[src/rtl/rca_pkg.sv]
// Shared definitions for the ripple-carry adder slice: the sequencer state
// encoding and the default geometry used by the adder, the operand memory
// and the run controller.
package rca_pkg;

  localparam int RCA_WIDTH  = 32;  // operand / sum width
  localparam int RCA_ADDR_W = 5;   // operand memory address width
  localparam int RCA_SETTLE = 4;   // adder settle cycles before sampling

  typedef enum logic [1:0] {
    IDLE,
    LOAD,
    SETTLE,
    EMIT
  } rca_seq_state_t;

endpackage

[src/rtl/rca_settle_timer.sv]
// Settle-time down counter for the adder run controller.
// Ports:
//   clk, reset : clock and synchronous active-high reset
//   load       : reload the counter with SETTLE-1 (asserted in LOAD)
//   en         : decrement while the sequencer is settling
//   expired    : counter has reached zero (meaningful only while settling)
module rca_settle_timer #(
  parameter int SETTLE = 4
) (
  input  logic clk,
  input  logic reset,
  input  logic load,
  input  logic en,
  output logic expired
);

  localparam int CNT_W = (SETTLE > 1) ? $clog2(SETTLE) : 1;
  localparam logic [CNT_W-1:0] CNT_INIT = CNT_W'(SETTLE - 1);

  logic [CNT_W-1:0] cnt_q;
  logic [CNT_W-1:0] cnt_d;

  always_comb begin
    cnt_d = cnt_q;
    if (load) begin
      cnt_d = CNT_INIT;
    end else if (en && (cnt_q != '0)) begin
      cnt_d = cnt_q - CNT_W'(1);
    end
  end

  always_ff @(posedge clk) begin
    if (reset) begin
      cnt_q <= '0;
    end else begin
      cnt_q <= cnt_d;
    end
  end

  assign expired = (cnt_q == '0);

endmodule

[src/rtl/rca_sequencer.sv]
// Run controller for the ripple-carry adder. Walks the operand memory one row
// {x, y, cin} per step, registers the row into the adder, waits SETTLE cycles,
// samples {sum, cout} and offers the result downstream over valid/ready.
// Ports:
//   clk, reset                 : clock, synchronous active-high reset
//   start, num_rows            : begin a run of num_rows rows (IDLE only)
//   mem_addr, mem_x/y/c        : combinational operand memory read
//   add_a/b/cin, add_sum/cout  : registered adder inputs, adder outputs
//   res_valid/ready            : result handshake
//   res_sum/cout/index         : captured result and its row index
//   busy, done                 : run in progress, one-cycle completion pulse
module rca_sequencer #(
  parameter int WIDTH  = rca_pkg::RCA_WIDTH,
  parameter int ADDR_W = rca_pkg::RCA_ADDR_W,
  parameter int SETTLE = rca_pkg::RCA_SETTLE
) (
  input  logic              clk,
  input  logic              reset,
  input  logic              start,
  input  logic [ADDR_W:0]   num_rows,
  output logic [ADDR_W-1:0] mem_addr,
  input  logic [WIDTH-1:0]  mem_x,
  input  logic [WIDTH-1:0]  mem_y,
  input  logic              mem_c,
  output logic [WIDTH-1:0]  add_a,
  output logic [WIDTH-1:0]  add_b,
  output logic              add_cin,
  input  logic [WIDTH-1:0]  add_sum,
  input  logic              add_cout,
  output logic              res_valid,
  input  logic              res_ready,
  output logic [WIDTH-1:0]  res_sum,
  output logic              res_cout,
  output logic [ADDR_W-1:0] res_index,
  output logic              busy,
  output logic              done
);

  // Imported after the parameters so the local SETTLE parameter shadows the
  // enum literal of the same name; the state is always written rca_pkg::SETTLE.
  import rca_pkg::*;

  localparam logic [ADDR_W:0] MAX_ROWS = {1'b1, {ADDR_W{1'b0}}};
  localparam logic [ADDR_W:0] ROW_ONE  = (ADDR_W + 1)'(1);

  function automatic logic [ADDR_W:0] sat_rows(input logic [ADDR_W:0] n);
    return (n > MAX_ROWS) ? MAX_ROWS : n;
  endfunction

  rca_seq_state_t    state_q, state_d;
  logic [ADDR_W-1:0] idx_q, idx_d;
  logic [ADDR_W:0]   rows_q, rows_d;
  logic [WIDTH-1:0]  add_a_q, add_a_d;
  logic [WIDTH-1:0]  add_b_q, add_b_d;
  logic              add_cin_q, add_cin_d;
  logic [WIDTH-1:0]  res_sum_q, res_sum_d;
  logic              res_cout_q, res_cout_d;
  logic [ADDR_W-1:0] res_index_q, res_index_d;
  logic              res_valid_q, res_valid_d;
  logic              busy_q, busy_d;
  logic              done_q, done_d;

  logic              timer_load;
  logic              timer_en;
  logic              timer_expired;
  logic [ADDR_W:0]   start_rows;
  logic              last_row;

  assign start_rows = sat_rows(num_rows);
  assign last_row   = ({1'b0, idx_q} == (rows_q - ROW_ONE));
  assign timer_load = (state_q == LOAD);
  assign timer_en   = (state_q == rca_pkg::SETTLE);

  rca_settle_timer #(
    .SETTLE (SETTLE)
  ) u_timer (
    .clk     (clk),
    .reset   (reset),
    .load    (timer_load),
    .en      (timer_en),
    .expired (timer_expired)
  );

  always_comb begin
    state_d     = state_q;
    idx_d       = idx_q;
    rows_d      = rows_q;
    add_a_d     = add_a_q;
    add_b_d     = add_b_q;
    add_cin_d   = add_cin_q;
    res_sum_d   = res_sum_q;
    res_cout_d  = res_cout_q;
    res_index_d = res_index_q;
    res_valid_d = res_valid_q;
    done_d      = 1'b0;

    case (state_q)
      IDLE: begin
        if (start) begin
          rows_d = start_rows;
          idx_d  = '0;
          // An empty run never leaves IDLE; it only reports completion.
          if (start_rows == '0) begin
            done_d = 1'b1;
          end else begin
            state_d = LOAD;
          end
        end
      end
      LOAD: begin
        add_a_d   = mem_x;
        add_b_d   = mem_y;
        add_cin_d = mem_c;
        state_d   = rca_pkg::SETTLE;
      end
      rca_pkg::SETTLE: begin
        if (timer_expired) begin
          res_sum_d   = add_sum;
          res_cout_d  = add_cout;
          res_index_d = idx_q;
          res_valid_d = 1'b1;
          state_d     = EMIT;
        end
      end
      EMIT: begin
        if (res_valid_q && res_ready) begin
          res_valid_d = 1'b0;
          if (last_row) begin
            state_d = IDLE;
            done_d  = 1'b1;
          end else begin
            idx_d   = idx_q + ADDR_W'(1);
            state_d = LOAD;
          end
        end
      end
      default: state_d = IDLE;
    endcase
  end

  assign busy_d = (state_d != IDLE);

  always_ff @(posedge clk) begin
    if (reset) begin
      state_q     <= IDLE;
      idx_q       <= '0;
      rows_q      <= '0;
      add_a_q     <= '0;
      add_b_q     <= '0;
      add_cin_q   <= 1'b0;
      res_sum_q   <= '0;
      res_cout_q  <= 1'b0;
      res_index_q <= '0;
      res_valid_q <= 1'b0;
      busy_q      <= 1'b0;
      done_q      <= 1'b0;
    end else begin
      state_q     <= state_d;
      idx_q       <= idx_d;
      rows_q      <= rows_d;
      add_a_q     <= add_a_d;
      add_b_q     <= add_b_d;
      add_cin_q   <= add_cin_d;
      res_sum_q   <= res_sum_d;
      res_cout_q  <= res_cout_d;
      res_index_q <= res_index_d;
      res_valid_q <= res_valid_d;
      busy_q      <= busy_d;
      done_q      <= done_d;
    end
  end

  assign mem_addr  = idx_q;
  assign add_a     = add_a_q;
  assign add_b     = add_b_q;
  assign add_cin   = add_cin_q;
  assign res_sum   = res_sum_q;
  assign res_cout  = res_cout_q;
  assign res_index = res_index_q;
  assign res_valid = res_valid_q;
  assign busy      = busy_q;
  assign done      = done_q;

endmodule

[config.mk]
export PLATFORM = sky130hd
export DESIGN_NAME = rca_sequencer
export DESIGN_NICKNAME = d
export VERILOG_FILES = /design/src/rtl/rca_pkg.sv /design/src/rtl/rca_settle_timer.sv /design/src/rtl/rca_sequencer.sv
export SDC_FILE = /design/constraint.sdc
export NUM_CORES = 1
export LEC_CHECK = 0
export CORE_MARGIN = 2
export CORE_UTILIZATION = 40
export CTS_BUF_LIST = sky130_fd_sc_hd__clkbuf_4
export DETAILED_ROUTE_END_ITERATION = 6
export PLACE_DENSITY = 0.79
export SKIP_LAST_GASP = 1
export SLEW_MARGIN = 20
export SYNTH_ARGS = -nofsm -noshare
export SYNTH_HDL_FRONTEND = slang
export SYNTH_SLANG_ARGS = --single-unit
export TNS_END_PERCENT = 50
[constraint.sdc]
create_clock -name clk -period 2.6 [get_ports clk]
set_clock_uncertainty 0.1 [all_clocks]
set_input_delay 0.26 -clock clk [delete_from_list [all_inputs] [get_ports clk]]
set_output_delay 0.26 -clock clk [all_outputs]
set_load 0.01 [all_outputs]
**Run 1: wires at chosen ports, followed through buffers**

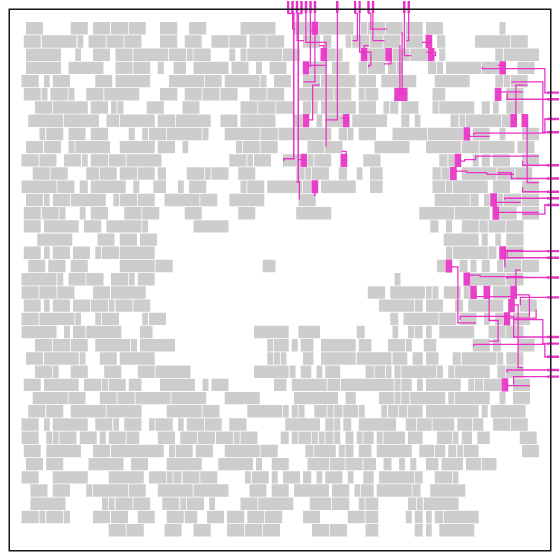
| port | color | bits | direction | edge | end cells | wire |
|---|---|---|---|---|---|---|
| `add_sum` | magenta | 32 | input | 18 right, 14 top | 32 | 677 um |
port bufs: 218
IO Pins: 219

**Run 1: clock wires, drivers and flops**

The bar under the picture is 20 um long.
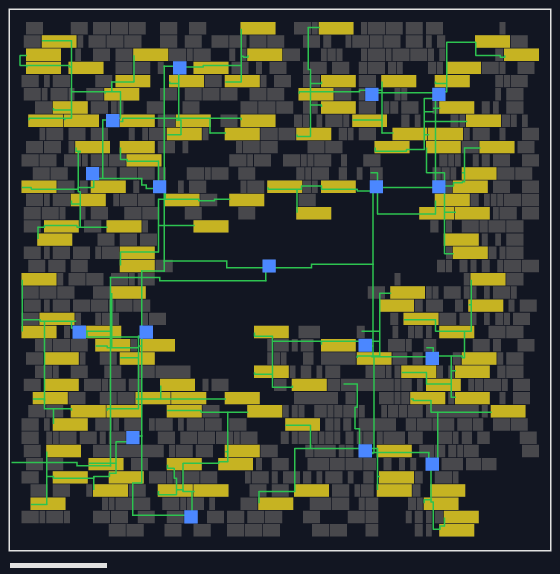
[clock wires] green | length: 1,440 um
[flip-flops] yellow | count: 121
[clock drivers] blue | count: 17
routed clock nets: 18
flops lie: widely spread
Clk pwr share: 29.3%
clk latency late pin: 0.52 ns
clk pwr: 1310 uW

==> reports/metrics.yaml, run 1 <==
setup_ws_ns: 0.3610
reg2reg_depth: 8
grt_pass1_vias: 4315
crit_path_end_kind: "flop"
tritoncts: "done"
dr.pass1.iters: 4
synth_cells: 505
htreeDepth: 4
yosys-stat-area_um2: 4597
antenna_found_initial: 0
track_usage_pct: 20.43
cp_slowest_cell: "dfxtp_1"
comb_power_share_pct: 23.9
rsz0062_at_grt: "false"
drc: 0
pre_cts_slack_ns: 0.4100
ys_seq_elements: 121
max_cap_viol_count: 0
hold_viol: 0
die_width_um: 111.2
grt_pass1_wl_um: 20440
placed_cells: 840
rows: 39
diodes: 0
drive_above_1_share_pct: 5.769
syn_area_um2: 4597
min_period_ns: 2.239
holdWs_ns: 0.1761
status: "finished, final reports clean"
power.leakage_uw: 0.002682
synth.yosys.seq_area_share_pct: 52.69
grt_max_degree: 84
worst_pin_slew_ns: 0.4119
nets: 832
syn_nets: 620
report.final.slew_viol_count: 0
cts_resized: 0
fin_util_pct: 63.43
**Run 1: gate-type map**

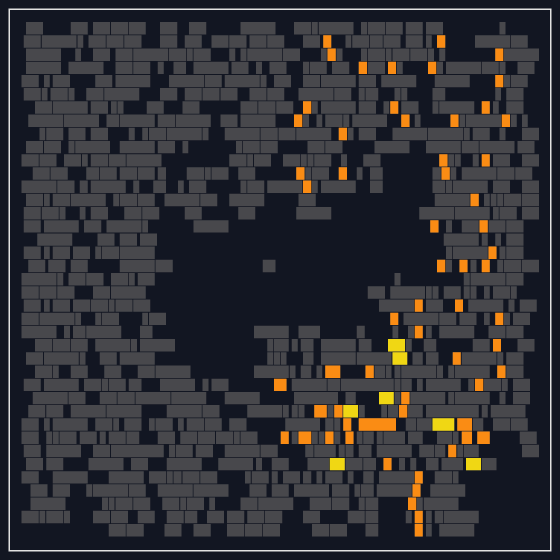
| family | color | cells | most used |
|---|---|---|---|
| AND-OR and OR-AND gates | yellow | 7 | a31o_1 |
| inverting AOI/OAI gates | orange | 61 | a21oi_1 |
Commonest Layout Cell: clkdlybuf4s50_1
multi-input combinational area share: 28.25%
Final Non-Filler Cells: 871

**Run 1: clock routing**

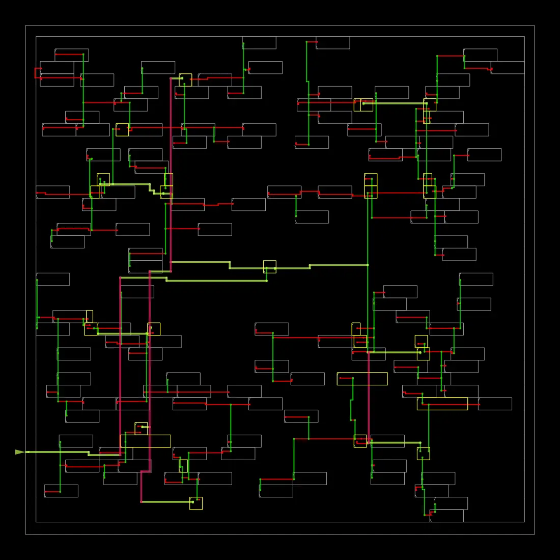
clock buffer count: 18
Num CTS Buffers: 17
# clock sinks: 121
FFs & Latches: 121

## run 1: cells in the mapped netlist
master / count / area [um^2]
dfxtp_1: 121 / 2422
nand2_1: 87 / 326.6
nor2_1: 87 / 326.6
mux2i_1: 65 / 650.6
a21oi_1: 52 / 260.3
clkbuf_1: 19 / 71.32
inv_1: 8 / 30.03
buf_2: 7 / 35.03
ha_1: 7 / 87.58
nor3b_1: 5 / 37.54
buf_1: 4 / 15.01
xnor2_1: 4 / 35.03
xor2_1: 4 / 35.03
and3_1: 3 / 18.77
nand2b_1: 3 / 18.77
nand4_1: 3 / 18.77
nor3_1: 3 / 15.01
a31o_1: 2 / 17.52
nand3_1: 2 / 10.01
o21bai_1: 2 / 15.01
a211o_2: 1 / 10.01
a211oi_1: 1 / 7.510
a21boi_0: 1 / 7.510
a21o_2: 1 / 8.760
a221oi_1: 1 / 8.760
a31o_2: 1 / 8.760
a31oi_1: 1 / 6.260
a31oi_4: 1 / 21.27
and2_1: 1 / 6.260
buf_4: 1 / 7.510
nor3_2: 1 / 10.01
nor4_1: 1 / 6.260
o2111a_2: 1 / 12.51
o21ai_0: 1 / 5.000
o21ai_2: 1 / 8.760
o22a_1: 1 / 8.760
or2_2: 1 / 6.260
## run 1: sequential cells by signal, summed over array words and instances (netlist names), 2 cells and up
name / cells
state_q: 2
rows_q: 6
res_sum: 32
u_timer.cnt_q: 2
mem_addr: 5
add_a: 32
res_index: 5
add_b: 32
## run 1: worst min-delay path, cell delays in order
cell and delay [ns]:
clkdlybuf4s50_1 0.39, nand2_1 0.06, a21oi_1 0.05
## run 1: layout make-up
cell class                      instances  area, um^2  share of cell area, %
Clock buffer                           18       135.1                  1.882
Clock inverter                         12       133.9                  1.864
Inverter                                8       30.03                 0.4182
Multi-Input combinational cell        345        2028                  28.25
Sequential cell                       121        2422                  33.73
Tap cell                              143       178.9                  2.492
Timing Repair Buffer                  224        2252                  31.36
## run 1: power by group through the flow
stage                     registers, uW  clock network, uW  logic [uW]
after global placement             2120                  0        1040
after floorplan                    2180                  0         476
after CTS                          2090               1350        1080
final                              2090               1310        1070
after global routing               2110               1440        1160
after detailed placement           2130                  0        1070
## run 1: final timing paths
path | start | endpoint
max | state_q[1]$_SDFF_PP0_ | mem_addr[3]$_SDFFE_PP0P_
min | add_sum[26] | res_sum[26]$_SDFFE_PP0P_
max reg2reg | state_q[1]$_SDFF_PP0_ | mem_addr[3]$_SDFFE_PP0P_
min reg2reg | res_index[0]$_SDFFE_PP0P_ | res_index[0]$_SDFFE_PP0P_
## run 1: repair_timing
item	in CTS	in global routing
hold buffers	1	0
hold endpoints to repair	2	0
endpoints found under the setup margin	0	0
## run 1: metal layers
metal  vias to the layer above  global-route usage, %  part of all wire, %
met5                         -                      0                    0
met2                       171                  35.57                   51
met1                      1956                  21.66                   39
met4                         0                  9.383                  2.2
li1                       2097                      -                    -
met3                        24                  8.147                  8.2
## run 1: kinds of logic (layout without fill, tap and decap cells)
family	Yosys count	count (layout)	synth area share, %
and+or+nand+nor	197	197	17.42
buffers and inverters	39	262	3.457
xor gates and xnor gates	8	8	1.524
muxes	65	65	14.15
adders and majority gates	7	7	1.905
DFF	121	121	52.69
AOI/OAI and AO/OA	68	68	8.846
==> run 2: changes to the inputs <==
==> constraint.sdc (replaced) <==
create_clock -name clk -period 2.6 [get_ports clk]
set_clock_uncertainty 0.1 [all_clocks]
set_input_delay 0.26 -clock clk [delete_from_list [all_inputs] [get_ports clk]]
set_output_delay 0.26 -clock clk [all_outputs]
set_load 0.005 [all_outputs]
**Run 2: signal wires by layer**

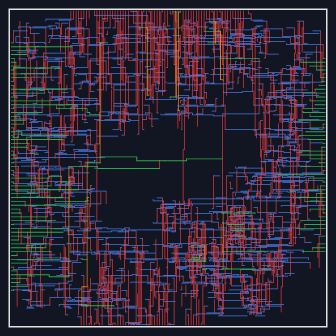
| layer | color | wire length |
|---|---|---|
| metal 3 | green | 1,020 um |
| metal 2 | red | 6,360 um |
| metal 1 | blue | 4,900 um |
| metal 4 | orange | 271 um |
Total GRT Usage: 20.43%
drt total wl: 12,560 um
DR WL/cell: 14.42 um
Via Count: 4,248

==> reports/metrics.yaml, run 2 <==
status: "finished, final reports clean"
port_buffers: 218
power_density_nw_per_um2: 614.4
clock-sinks: 121
routed_via_density: 4.877
hold_class: "in -> reg"
dp_hpwl_um: 9137
ff_type: "dfxtp_1"
hold_start: "add_sum[26]"
layout_top_cell: "clkdlybuf4s50_1"
synthTopCellsByCount: "dfxtp_1, nand2_1, nor2_1, mux2i_1, a21oi_1"
syn-mean-instance-area_um2: 9.103
diodes: 0
synth-warning-count: 0
tritoncts: "done"
dpl-instance-area_um2: 6902
grt_pass1_wl_um: 20440
slew_headroom_pct: 72.47
drc: 0
startpoint: "state_q[1]$_SDFF_PP0_"
drive_above_1_share_pct: 5.769
gp_congestion: 0.8107
lay_top_cells: "clkdlybuf4s50_1, dfxtp_1, nand2_1, nor2_1, mux2i_1"
cts_resized: 0
die_h_um: 111.2
met1_usage_pct: 21.66
max_cap_viol_count: 0
path_class: "reg -> reg"
critPathMaxFanout: 14
post-synth-top-count-cell: "dfxtp_1"
ys_seq_elements: 121
clock.latency.late_pin_ns: 0.52
synth.distinct_cells: 37
area_leaders: "dfxtp_1, mux2i_1, nand2_1"
cp.required_ns: 2.91
yosys-stat-area_um2: 4597
synth_cells: 505
finalClockPeriodUsage_pct: 86.11
grt_pass1_vias: 4315
critical-path-max-stage-delay_ns: 0.37
log.warning_count: 29
syn_area_um2: 4597
r2r_start: "state_q[1]$_SDFF_PP0_"
postRouteAntennaNets: 0
yosys-stat-cells: 505
worst_pin_slew_ns: 0.4119
core_area_um2: 11320
crit_arrival_ns: 2.55
grt_max_degree: 84
nets: 832
rsz0062_at_grt: "false"
fmax_mhz: 446.6
cp_slowest_cell: "dfxtp_1"
report.final.slew_viol_count: 0
io_pins: 219
rows: 39
htreeDepth: 4
synth.yosys.seq_area_share_pct: 52.69
worstSetupStartpointType: "flop"
met3_usage_pct: 8.147
antenna_found_initial: 0
edf_count: 0
top_usage_layer: "met2"
top_cell_area_share_pct: 52.69
crit_path_end_kind: "flop"
setup_violations: 0
worstPathCellList: "inv_1 > ha_1 > nand2_1 > a21oi_1 > inv_1 > a31oi_4 > a21oi_1 > a31o_1"
ys_async_sr_fraction_pct: 0
hold_viol: 0
fill_cells: 977
syn_nets: 620
setup_tns_ns: 0
syn_to_final_growth_pct: 56.21
cp_num_buf_inv: 2
dr.pass1.iters: 4
yosysTopAreaCell: "dfxtp_1"
dr.first_iter.drc_count: 282
die_width_um: 111.2
globalRouteMet2Util_pct: 35.57
fp.dieArea_um2: 12370
clock_path_buffers: 2
cts_buffers: 17
min_period_ns: 2.239
power.leakage_uw: 0.002682
root_buffer: "clkbuf_4"
holdWs_ns: 0.1761
-- run 2: cell counts in the layout (fill, tap and decap cells not counted) --
Identical to the previous run, type by type.
-- run 2: final timing paths --
kind         depth (start not counted)                        end  slack (ns)
min                                  3   res_sum[26]$_SDFFE_PP0P_        0.18
min reg2reg                          2  res_index[0]$_SDFFE_PP0P_        0.36
max reg2reg                          8   mem_addr[3]$_SDFFE_PP0P_        0.36
max                                  8   mem_addr[3]$_SDFFE_PP0P_        0.36
-- run 2: cells by family after synthesis --
family,count (synthesis),synth area share [%]
AND-OR/OR-AND,68,8.846
XOR/XNOR,8,1.524
adder cells (fa/ha/maj),7,1.905
buffers and inverters,39,3.457
flip-flops,121,52.69
multiplexers,65,14.15
AND/OR/NAND/NOR,197,17.42
-- run 2: layout make-up --
class                           count  area [um^2]  area share [%]
Sequential cell                   121         2422           33.73
Timing Repair Buffer              224         2252           31.36
Multi-Input combinational cell    345         2028           28.25
Tap cell                          143        178.9           2.492
Clock buffer                       18        135.1           1.882
Clock inverter                     12        133.9           1.864
Inverter                            8        30.03          0.4182
-- run 2: metal layers --
metal | wire length (um) | vias up
met3 | 1024 | 24
li1 | - | 2097
met2 | 6358 | 171
met5 | 0 | -
met4 | 271 | 0
met1 | 4902 | 1956
-- run 2: tightest hold or removal path, stage by stage --
cell,delay [ns]
clkdlybuf4s50_1,0.39
nand2_1,0.06
a21oi_1,0.05
-- run 2: report_power, final --
part | internal, uW | switching, uW
combinational | 599 | 416
clock | 648 | 661
sequential | 2000 | 86.6
-- run 2: stage by stage --
step                setup slack (ns)  util [%]  power (uW)  cells
floorplan                     0.7583         -        2607    505
global placement              0.5253     60.96        3113    840
detailed placement            0.4100     60.96        3149    840
CTS                           0.3898     63.43        4464    871
global route                  0.2495     63.43        4650    871
finish                        0.3610     63.43        4412    871
-- run 2: repair_timing --
item,4_1_cts,5_1_grt
endpoints found under the hold margin,2,0
buffers inserted,0,0
hold buffers,1,0
No activity file was given, so power comes from the tool's default toggle rates.
